### config.mk
export PLATFORM = sky130hd
export DESIGN_NAME = avalon_rsa_dma_flat
export DESIGN_NICKNAME = d
export VERILOG_FILES = /design/src/rtl/avalon_rsa_dma_if.sv /design/src/rtl/avalon_rsa_dma.sv /design/src/flat_wrapper.sv
export SDC_FILE = /design/constraint.sdc
export NUM_CORES = 2
export LEC_CHECK = 0
export CORE_AREA = 2 2 294 296
export CTS_CLUSTER_DIAMETER = 30
export DETAILED_ROUTE_END_ITERATION = 12
export DIE_AREA = 0 0 296 298
export PLACE_DENSITY_LB_ADDON = 0.2
export RECOVER_POWER = 100
export SKIP_CTS_REPAIR_TIMING = 1
export SLEW_MARGIN = 10
export SYNTH_ARGS = -nofsm -noshare
export SYNTH_HDL_FRONTEND = slang
export SYNTH_SLANG_ARGS = --single-unit
### constraint.sdc
create_clock -name clk -period 4.28 [get_ports clk]
set_input_delay 0.642 -clock clk [delete_from_list [all_inputs] [get_ports clk]]
set_output_delay 0.642 -clock clk [all_outputs]
set_load 0.01 [all_outputs]
### src/rtl/avalon_rsa_dma_if.sv
// Bus bundle for avalon_rsa_dma: Avalon-MM master, CSR slave and RSA core port.
// master = DMA side, slave = environment (memory, CPU, core).
interface avalon_rsa_dma_if #(
  parameter int DATA_W = 256,
  parameter int CORE_W = 8,
  parameter int ADDR_W = 32
);
  localparam int N    = DATA_W / CORE_W;
  localparam int CA_W = (N > 1) ? $clog2(N) : 1;

  logic              avm_m0_waitrequest;
  logic [ADDR_W-1:0] avm_m0_address;
  logic              avm_m0_read;
  logic              avm_m0_write;
  logic              avm_m0_readdatavalid;
  logic [DATA_W-1:0] avm_m0_readdata;
  logic [DATA_W-1:0] avm_m0_writedata;

  logic [2:0]        avs_s0_address;
  logic              avs_s0_read;
  logic              avs_s0_write;
  logic [31:0]       avs_s0_writedata;
  logic [31:0]       avs_s0_readdata;
  logic              avs_s0_waitrequest;

  logic              core_we;
  logic              core_oe;
  logic              core_start;
  logic [1:0]        core_reg_sel;
  logic [CA_W-1:0]   core_addr;
  logic [CORE_W-1:0] core_wdata;
  logic [CORE_W-1:0] core_rdata;
  logic              core_ready;

  modport master (
    input  avm_m0_waitrequest, avm_m0_readdatavalid, avm_m0_readdata,
    output avm_m0_address, avm_m0_read, avm_m0_write, avm_m0_writedata,
    input  avs_s0_address, avs_s0_read, avs_s0_write, avs_s0_writedata,
    output avs_s0_readdata, avs_s0_waitrequest,
    output core_we, core_oe, core_start, core_reg_sel, core_addr, core_wdata,
    input  core_rdata, core_ready
  );

  modport slave (
    output avm_m0_waitrequest, avm_m0_readdatavalid, avm_m0_readdata,
    input  avm_m0_address, avm_m0_read, avm_m0_write, avm_m0_writedata,
    output avs_s0_address, avs_s0_read, avs_s0_write, avs_s0_writedata,
    input  avs_s0_readdata, avs_s0_waitrequest,
    input  core_we, core_oe, core_start, core_reg_sel, core_addr, core_wdata,
    output core_rdata, core_ready
  );
endinterface

### src/rtl/avalon_rsa_dma.sv
// Avalon-MM DMA front end for the byte-serial RSA core: key fetch once, then per block load/run/unload/write.
// Optional AVALON_RSA_DMA_IRQ_EN adds an irq output mirroring STATUS.done.
module avalon_rsa_dma #(
  parameter int DATA_W    = 256,
  parameter int CORE_W    = 8,
  parameter int ADDR_W    = 32,
  parameter int START_CYC = 2
) (
  input  logic clk,
  input  logic reset,
  avalon_rsa_dma_if.master bus
`ifdef AVALON_RSA_DMA_IRQ_EN
  ,
  output logic irq
`endif
);
  localparam int N    = DATA_W / CORE_W;
  localparam int B    = DATA_W / 8;
  localparam int CA_W = (N > 1) ? $clog2(N) : 1;
  localparam int IW   = CA_W + 1;

  localparam logic [3:0] S_IDLE   = 4'd0;
  localparam logic [3:0] S_KREQ   = 4'd1;
  localparam logic [3:0] S_KWAIT  = 4'd2;
  localparam logic [3:0] S_KLOAD  = 4'd3;
  localparam logic [3:0] S_MREQ   = 4'd4;
  localparam logic [3:0] S_MWAIT  = 4'd5;
  localparam logic [3:0] S_MLOAD  = 4'd6;
  localparam logic [3:0] S_START  = 4'd7;
  localparam logic [3:0] S_CALC   = 4'd8;
  localparam logic [3:0] S_UNLOAD = 4'd9;
  localparam logic [3:0] S_WREQ   = 4'd10;
  localparam logic [3:0] S_DONE   = 4'd11;

  logic [3:0]        r_state;
  logic              r_done;
  logic [ADDR_W-1:0] r_src, r_dst, r_addr, r_mptr, r_wptr;
  logic [15:0]       r_count, r_progress, r_m;
  logic              r_k;
  logic [DATA_W-1:0] r_beat, r_obuf;
  logic [IW-1:0]     r_idx;
  logic [3:0]        r_scnt;
  logic              r_first;

  logic              w_busy, w_go, w_clr, w_load_end;
  logic [CA_W-1:0]   w_widx, w_uidx;
  logic [IW-1:0]     w_idx_m1;

  assign w_busy     = (r_state != S_IDLE);
  assign w_go       = bus.avs_s0_write && (bus.avs_s0_address == 3'd0) && bus.avs_s0_writedata[0];
  assign w_clr      = bus.avs_s0_write && (bus.avs_s0_address == 3'd0) && bus.avs_s0_writedata[1];
  assign w_load_end = (r_idx == IW'(N - 1));
  assign w_widx     = r_idx[CA_W-1:0];
  assign w_idx_m1   = r_idx - 1'b1;
  assign w_uidx     = w_idx_m1[CA_W-1:0];

  always_ff @(posedge clk) begin
    if (reset) begin
      r_state    <= S_IDLE;
      r_done     <= 1'b0;
      r_src      <= '0;
      r_dst      <= '0;
      r_addr     <= '0;
      r_mptr     <= '0;
      r_wptr     <= '0;
      r_count    <= '0;
      r_progress <= '0;
      r_m        <= '0;
      r_k        <= 1'b0;
      r_beat     <= '0;
      r_obuf     <= '0;
      r_idx      <= '0;
      r_scnt     <= '0;
      r_first    <= 1'b0;
    end else begin
      if (w_clr) r_done <= 1'b0;
      if (bus.avs_s0_write && !w_busy) begin
        case (bus.avs_s0_address)
          3'd2:    r_src   <= ADDR_W'(bus.avs_s0_writedata);
          3'd3:    r_dst   <= ADDR_W'(bus.avs_s0_writedata);
          3'd4:    r_count <= bus.avs_s0_writedata[15:0];
          default: ;
        endcase
      end
      case (r_state)
        S_IDLE: if (w_go) begin
          r_progress <= '0;
          if (r_count == 16'd0) begin
            r_state <= S_DONE;
          end else begin
            r_k     <= 1'b0;
            r_m     <= '0;
            r_addr  <= r_src;
            r_mptr  <= r_src + ADDR_W'(2 * B);
            r_wptr  <= r_dst;
            r_state <= S_KREQ;
          end
        end
        // Read data may return in the same cycle the request is accepted.
        S_KREQ, S_MREQ: if (!bus.avm_m0_waitrequest) begin
          if (r_state == S_MREQ) r_mptr <= r_mptr + ADDR_W'(B);
          if (bus.avm_m0_readdatavalid) begin
            r_beat  <= bus.avm_m0_readdata;
            r_idx   <= '0;
            r_state <= (r_state == S_KREQ) ? S_KLOAD : S_MLOAD;
          end else begin
            r_state <= (r_state == S_KREQ) ? S_KWAIT : S_MWAIT;
          end
        end
        S_KWAIT, S_MWAIT: if (bus.avm_m0_readdatavalid) begin
          r_beat  <= bus.avm_m0_readdata;
          r_idx   <= '0;
          r_state <= (r_state == S_KWAIT) ? S_KLOAD : S_MLOAD;
        end
        S_KLOAD: begin
          if (w_load_end) begin
            r_idx <= '0;
            if (r_k) begin
              r_addr  <= r_mptr;
              r_state <= S_MREQ;
            end else begin
              r_k     <= 1'b1;
              r_addr  <= r_src + ADDR_W'(B);
              r_state <= S_KREQ;
            end
          end else begin
            r_idx <= r_idx + 1'b1;
          end
        end
        S_MLOAD: begin
          if (w_load_end) begin
            r_idx   <= '0;
            r_scnt  <= '0;
            r_state <= S_START;
          end else begin
            r_idx <= r_idx + 1'b1;
          end
        end
        S_START: begin
          if (r_scnt == 4'(START_CYC - 1)) begin
            r_first <= 1'b1;
            r_state <= S_CALC;
          end else begin
            r_scnt <= r_scnt + 1'b1;
          end
        end
        // A stale ready from the previous block is masked for one cycle.
        S_CALC: begin
          if (r_first) begin
            r_first <= 1'b0;
          end else if (bus.core_ready) begin
            r_idx   <= '0;
            r_state <= S_UNLOAD;
          end
        end
        S_UNLOAD: begin
          if (r_idx != '0) r_obuf[w_uidx*CORE_W +: CORE_W] <= bus.core_rdata;
          if (r_idx == IW'(N)) begin
            r_idx   <= '0;
            r_addr  <= r_wptr;
            r_state <= S_WREQ;
          end else begin
            r_idx <= r_idx + 1'b1;
          end
        end
        S_WREQ: if (!bus.avm_m0_waitrequest) begin
          r_wptr     <= r_wptr + ADDR_W'(B);
          r_m        <= r_m + 16'd1;
          r_progress <= r_m + 16'd1;
          if (r_m + 16'd1 == r_count) begin
            r_state <= S_DONE;
          end else begin
            r_addr  <= r_mptr;
            r_state <= S_MREQ;
          end
        end
        S_DONE: begin
          r_done  <= 1'b1;
          r_state <= S_IDLE;
        end
        default: r_state <= S_IDLE;
      endcase
    end
  end

  assign bus.avm_m0_read      = (r_state == S_KREQ) || (r_state == S_MREQ);
  assign bus.avm_m0_write     = (r_state == S_WREQ);
  assign bus.avm_m0_address   = r_addr;
  assign bus.avm_m0_writedata = r_obuf;

  assign bus.core_we      = (r_state == S_KLOAD) || (r_state == S_MLOAD);
  assign bus.core_oe      = (r_state == S_UNLOAD) && (r_idx != IW'(N));
  assign bus.core_start   = (r_state == S_START);
  assign bus.core_reg_sel = (r_state == S_KLOAD) ? {1'b1, r_k} :
                            (r_state == S_MLOAD) ? 2'b01 : 2'b00;
  assign bus.core_addr    = (bus.core_we || bus.core_oe) ? w_widx : '0;
  assign bus.core_wdata   = bus.core_we ? r_beat[w_widx*CORE_W +: CORE_W] : '0;

  assign bus.avs_s0_waitrequest = 1'b0;

  always_comb begin
    bus.avs_s0_readdata = 32'd0;
    case (bus.avs_s0_address)
      3'd1:    bus.avs_s0_readdata = {30'd0, r_done, w_busy};
      3'd2:    bus.avs_s0_readdata = 32'(r_src);
      3'd3:    bus.avs_s0_readdata = 32'(r_dst);
      3'd4:    bus.avs_s0_readdata = {16'd0, r_count};
      3'd5:    bus.avs_s0_readdata = {16'd0, r_progress};
      default: bus.avs_s0_readdata = 32'd0;
    endcase
  end

`ifdef AVALON_RSA_DMA_IRQ_EN
  assign irq = r_done;
`endif
endmodule

### src/flat_wrapper.sv
// flat-port wrapper written by rule: the top's interface ports become plain ports
module avalon_rsa_dma_flat 
#(
  parameter int DATA_W    = 256,
  parameter int CORE_W    = 8,
  parameter int ADDR_W    = 32,
  parameter int START_CYC = 2
)
  (clk, reset, bus_avm_m0_waitrequest, bus_avm_m0_readdatavalid, bus_avm_m0_readdata, bus_avm_m0_address, bus_avm_m0_read, bus_avm_m0_write, bus_avm_m0_writedata, bus_avs_s0_address, bus_avs_s0_read, bus_avs_s0_write, bus_avs_s0_writedata, bus_avs_s0_readdata, bus_avs_s0_waitrequest, bus_core_we, bus_core_oe, bus_core_start, bus_core_reg_sel, bus_core_addr, bus_core_wdata, bus_core_rdata, bus_core_ready);
  avalon_rsa_dma_if #(.DATA_W(DATA_W), .CORE_W(CORE_W), .ADDR_W(ADDR_W)) bus_i ();
  input  logic clk;
  input  logic reset;
  input wire logic [$bits(bus_i.avm_m0_waitrequest)-1:0] bus_avm_m0_waitrequest;
  input wire logic [$bits(bus_i.avm_m0_readdatavalid)-1:0] bus_avm_m0_readdatavalid;
  input wire logic [$bits(bus_i.avm_m0_readdata)-1:0] bus_avm_m0_readdata;
  output wire logic [$bits(bus_i.avm_m0_address)-1:0] bus_avm_m0_address;
  output wire logic [$bits(bus_i.avm_m0_read)-1:0] bus_avm_m0_read;
  output wire logic [$bits(bus_i.avm_m0_write)-1:0] bus_avm_m0_write;
  output wire logic [$bits(bus_i.avm_m0_writedata)-1:0] bus_avm_m0_writedata;
  input wire logic [$bits(bus_i.avs_s0_address)-1:0] bus_avs_s0_address;
  input wire logic [$bits(bus_i.avs_s0_read)-1:0] bus_avs_s0_read;
  input wire logic [$bits(bus_i.avs_s0_write)-1:0] bus_avs_s0_write;
  input wire logic [$bits(bus_i.avs_s0_writedata)-1:0] bus_avs_s0_writedata;
  output wire logic [$bits(bus_i.avs_s0_readdata)-1:0] bus_avs_s0_readdata;
  output wire logic [$bits(bus_i.avs_s0_waitrequest)-1:0] bus_avs_s0_waitrequest;
  output wire logic [$bits(bus_i.core_we)-1:0] bus_core_we;
  output wire logic [$bits(bus_i.core_oe)-1:0] bus_core_oe;
  output wire logic [$bits(bus_i.core_start)-1:0] bus_core_start;
  output wire logic [$bits(bus_i.core_reg_sel)-1:0] bus_core_reg_sel;
  output wire logic [$bits(bus_i.core_addr)-1:0] bus_core_addr;
  output wire logic [$bits(bus_i.core_wdata)-1:0] bus_core_wdata;
  input wire logic [$bits(bus_i.core_rdata)-1:0] bus_core_rdata;
  input wire logic [$bits(bus_i.core_ready)-1:0] bus_core_ready;
  assign bus_i.avm_m0_waitrequest = bus_avm_m0_waitrequest;
  assign bus_i.avm_m0_readdatavalid = bus_avm_m0_readdatavalid;
  assign bus_i.avm_m0_readdata = bus_avm_m0_readdata;
  assign bus_avm_m0_address = bus_i.avm_m0_address;
  assign bus_avm_m0_read = bus_i.avm_m0_read;
  assign bus_avm_m0_write = bus_i.avm_m0_write;
  assign bus_avm_m0_writedata = bus_i.avm_m0_writedata;
  assign bus_i.avs_s0_address = bus_avs_s0_address;
  assign bus_i.avs_s0_read = bus_avs_s0_read;
  assign bus_i.avs_s0_write = bus_avs_s0_write;
  assign bus_i.avs_s0_writedata = bus_avs_s0_writedata;
  assign bus_avs_s0_readdata = bus_i.avs_s0_readdata;
  assign bus_avs_s0_waitrequest = bus_i.avs_s0_waitrequest;
  assign bus_core_we = bus_i.core_we;
  assign bus_core_oe = bus_i.core_oe;
  assign bus_core_start = bus_i.core_start;
  assign bus_core_reg_sel = bus_i.core_reg_sel;
  assign bus_core_addr = bus_i.core_addr;
  assign bus_core_wdata = bus_i.core_wdata;
  assign bus_i.core_rdata = bus_core_rdata;
  assign bus_i.core_ready = bus_core_ready;
  avalon_rsa_dma #(.DATA_W(DATA_W), .CORE_W(CORE_W), .ADDR_W(ADDR_W), .START_CYC(START_CYC)) u_core (.clk(clk), .reset(reset), .bus(bus_i));
endmodule
**Clock routing**

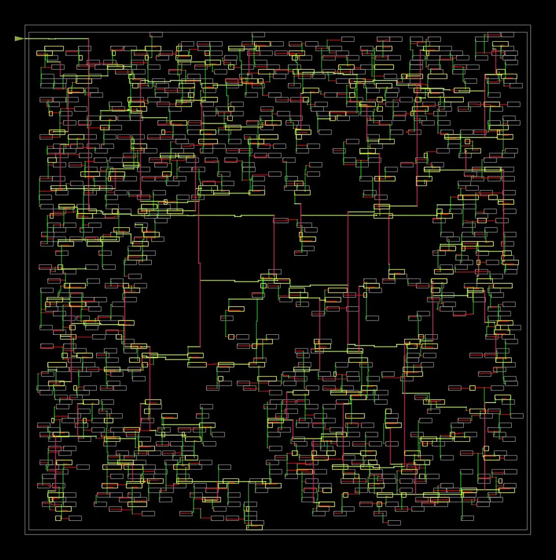
Clock net power: 13.3 mW
sequential cells: 737
number of buffers created by CTS: 166
sinks on the clock net: 737

**Pin map**

Pins as bars across the die edge, other pins in grey.
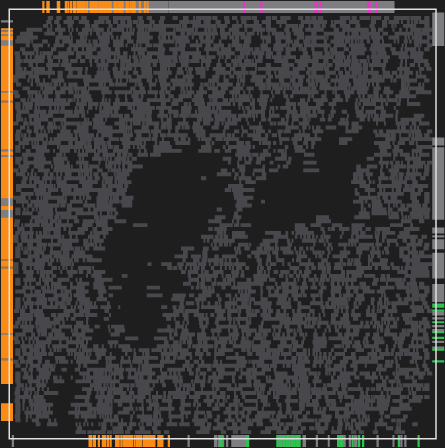
[orange] bus_avm_m0_readdata | pins: 256 | direction: input | edge: 170 left, 46 top, 40 bottom
[green] bus_avs_s0_writedata | pins: 32 | direction: input | edge: 24 bottom, 8 right
[magenta] bus_core_rdata | pins: 8 | direction: input | edge: top
all pins by edge: 249 top, 192 left, 104 right, 102 bottom
die span in x: 296 um
vertical die dimension: 298 um
count of port buffers added during placement: 644

==> flow_metrics.py <==
# Auto-generated metrics
metrics = {
    "run_status": {
        "violations_in_the_final_reports": "max-capacitance violations, max-slew violations",
        "outcome": "complete, but fails checks",
    },
    "logic_synthesis": {
        "mappedNetlistArea_mm2": 0.0337,
        "edf_count": 0,
        "synthesis.nets": 4553,
        "yosys_warnings": 0,
    },
    "cells_and_area": {
        "flow.area_growth_from_synthesis_pct": 39.2,
        "layout.cells.most_common_list": "nand2_1 (984), dfxtp_1 (735), a21oi_1 (648)",
        "mostFrequentLayoutCell": "nand2_1",
        "fillers": 7908,
        "layout.nets": 5110,
    },
    "cts": {
        "cts-root-to-sink-buffers": 3,
        "path_clk_slew_ns": 0.04,
        "tritoncts": "done",
        "htreeDepth": 4,
    },
    "route": {
        "routedWlPerCell_um": 21.0,
    },
    "grt": {
        "via_count_of_the_first_global_routing_pass": 31200,
        "grt.overflow.total": 0,
    },
    "setup_path": {
        "path_class": "flip-flop to output pin",
        "max_incr_delay_on_cp_ns": 0.61,
        "worst_path_dominant_cell_family": "multiplexers",
    },
    "worst_hold_path": {
        "worst_hold_path_type": "input pin to flip-flop",
    },
    "floorplan": {
        "floorplan.core_area_mm2": 0.0849,
        "chip_area_mm2": 0.0882,
    },
    "power": {
        "static-leakage-power_nw": 17.1,
        "power_per_cell_area_mw_per_mm2": 555,
    },
    "flow_run": {
        "drv.max_cap_violation_count": 4,
        "stage_log_warnings": 45,
    },
    "final_timing": {
        "slew_viol_final": 317,
        "clock.fmax_mhz": 243,
        "fin_crit_period_ns": 4.12,
    },
    "placement": {
        "finalWeightedCongestion": 0.945,
        "placedInstanceArea_mm2": 0.0410,
    },
}
**Signal wires on met4**

The bar under the picture is 100 um long.
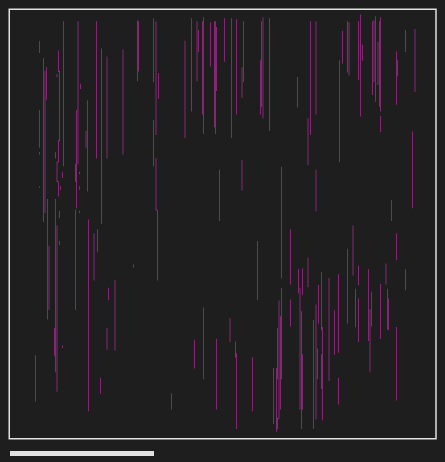
wire length on this layer: 6300 um
nets with wire on the layer: 109
longest straight run: 133 um
share of all routed wire: 4.9%
routed wire length: 127000 um
via count of the routed design: 33200

**Clock distribution**

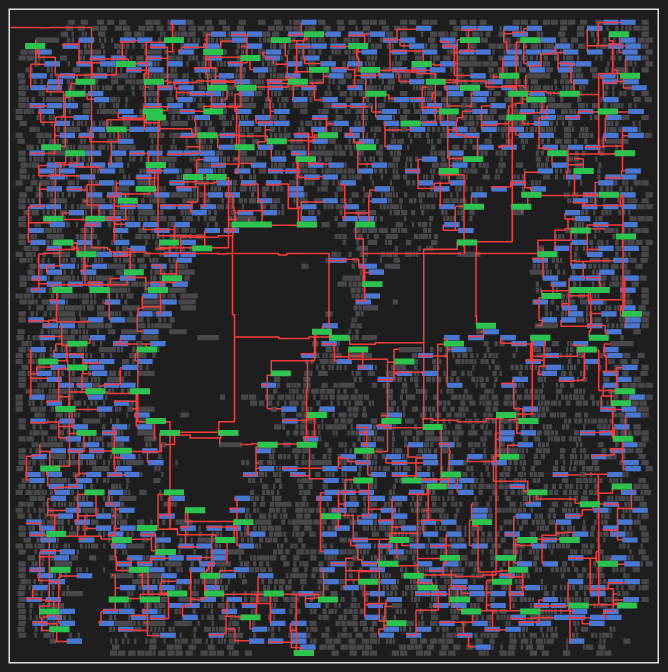
[blue] flip-flops | count: 737
[green] cells driving clock nets | count: 166
[red] clock wires | length: 11300 um
routed clock nets: 167
flops lie: widely spread
Clk pwr share: 0.510
post-route clock skew: 0.0261 ns
worst-skew pair later-pin latency: 0.74 ns

final cells by class:
class                   instances  area [um2]  share of cell area
diodes                          9        22.5            0.000480
clock buffers                 193        4440              0.0945
clock inverters               113        1510              0.0322
inverters                      26        97.6             0.00208
multi-input cells            3125       17500               0.373
flip-flops and latches        737       14800               0.314
well taps                    1144        1430              0.0305
repair buffers                733        7190               0.153
per-layer routing:
layer  track usage  wire, um  up-vias
li1              -         -    15900
met1         0.329     50100    15700
met2         0.466     61600     1291
met3        0.0687      9230      318
met4         0.141      6300       24
met5             0       152        -
metrics by stage:
step | utilization | setup TNS, ns | power [mW] | hold WS [ns] | cells
floorplan | - | 0 | 11.0 | 0.431 | 4232
global placement | 0.484 | 0 | 12.9 | 0.438 | 5759
detailed placement | 0.484 | 0 | 12.9 | 0.443 | 5759
CTS | 0.554 | -0.891 | 26.3 | 0.349 | 6065
global route | 0.553 | 0 | 27.1 | 0.390 | 6077
finish | 0.553 | 0 | 26.1 | 0.399 | 6080
final timing paths:
path | start | endpoint | slack (ns) | cells after the start
worst min-delay path | reset | u_core.bus.avm_m0_writedata[52]$_SDFFE_PP0P_ | 0.40 | 2
worst max-delay path | u_core.r_idx[0]$_SDFFE_PP0P_ | bus_core_wdata[1] | 0.16 | 7
worst min register to register | u_core.bus.avm_m0_writedata[199]$_SDFFE_PP0P_ | u_core.bus.avm_m0_writedata[199]$_SDFFE_PP0P_ | 0.45 | 2
worst max register to register | u_core.r_idx[0]$_SDFFE_PP0P_ | u_core.bus.avm_m0_writedata[246]$_SDFFE_PP0P_ | 0.36 | 10
kinds of logic (layout without fill, tap and decap cells):
logic type / count (synthesis) / after routing / share of synthesized area
DFF: 737 / 737 / 0.437
muxes: 217 / 217 / 0.0942
AOI/OAI and AO/OA: 979 / 979 / 0.163
other: 1 / 10 / 0.000111
xor gates and xnor gates: 62 / 62 / 0.0167
buffers and inverters: 370 / 1065 / 0.0439
and+or+nand+nor: 1851 / 1851 / 0.239
adders and majority gates: 15 / 15 / 0.00557
state kept, by name, indices dropped and copies added, names as in the netlist, 4 cells and up:
name and count:
u_core.bus.avm_m0_address 32, u_core.r_progress 16, u_core.r_count 16, u_core.r_m 16
u_core.r_wptr 32, u_core.r_src 32, u_core.bus.avm_m0_writedata 256, u_core.r_scnt 4
u_core.r_dst 32, u_core.r_mptr 32, u_core.r_state 4, u_core.r_beat 256
u_core.r_idx 6
synthesized netlist by cell type (all sizes together), types with 8 or more instances:
cell    instances
xnor2          41
mux2i         135
nor2          400
and3           41
nand3b          9
nor3b          12
a21oi         648
o31ai           9
a31oi          20
and2           25
xor2           20
a31o            8
nand2b         11
or3            16
a221oi         11
dfxtp         737
inv            26
nor4           28
nand3         139
o22ai          24
nand2         984
a222oi         11
buf            58
mux4           80
nor3          101
clkbuf        286
nand4          44
o21ai         130
and4           14
nor2b          13
ha             15
a211oi         43
a22oi          29
where the power goes:
part	switching, mW	internal [mW]	leakage [nW]
sequential	0.465	7.45	5.96
combinational	3.16	1.70	8.32
clock	4.36	8.94	2.84
total	7.99	18.1	17.1
No activity file was given, so power comes from the tool's default toggle rates.
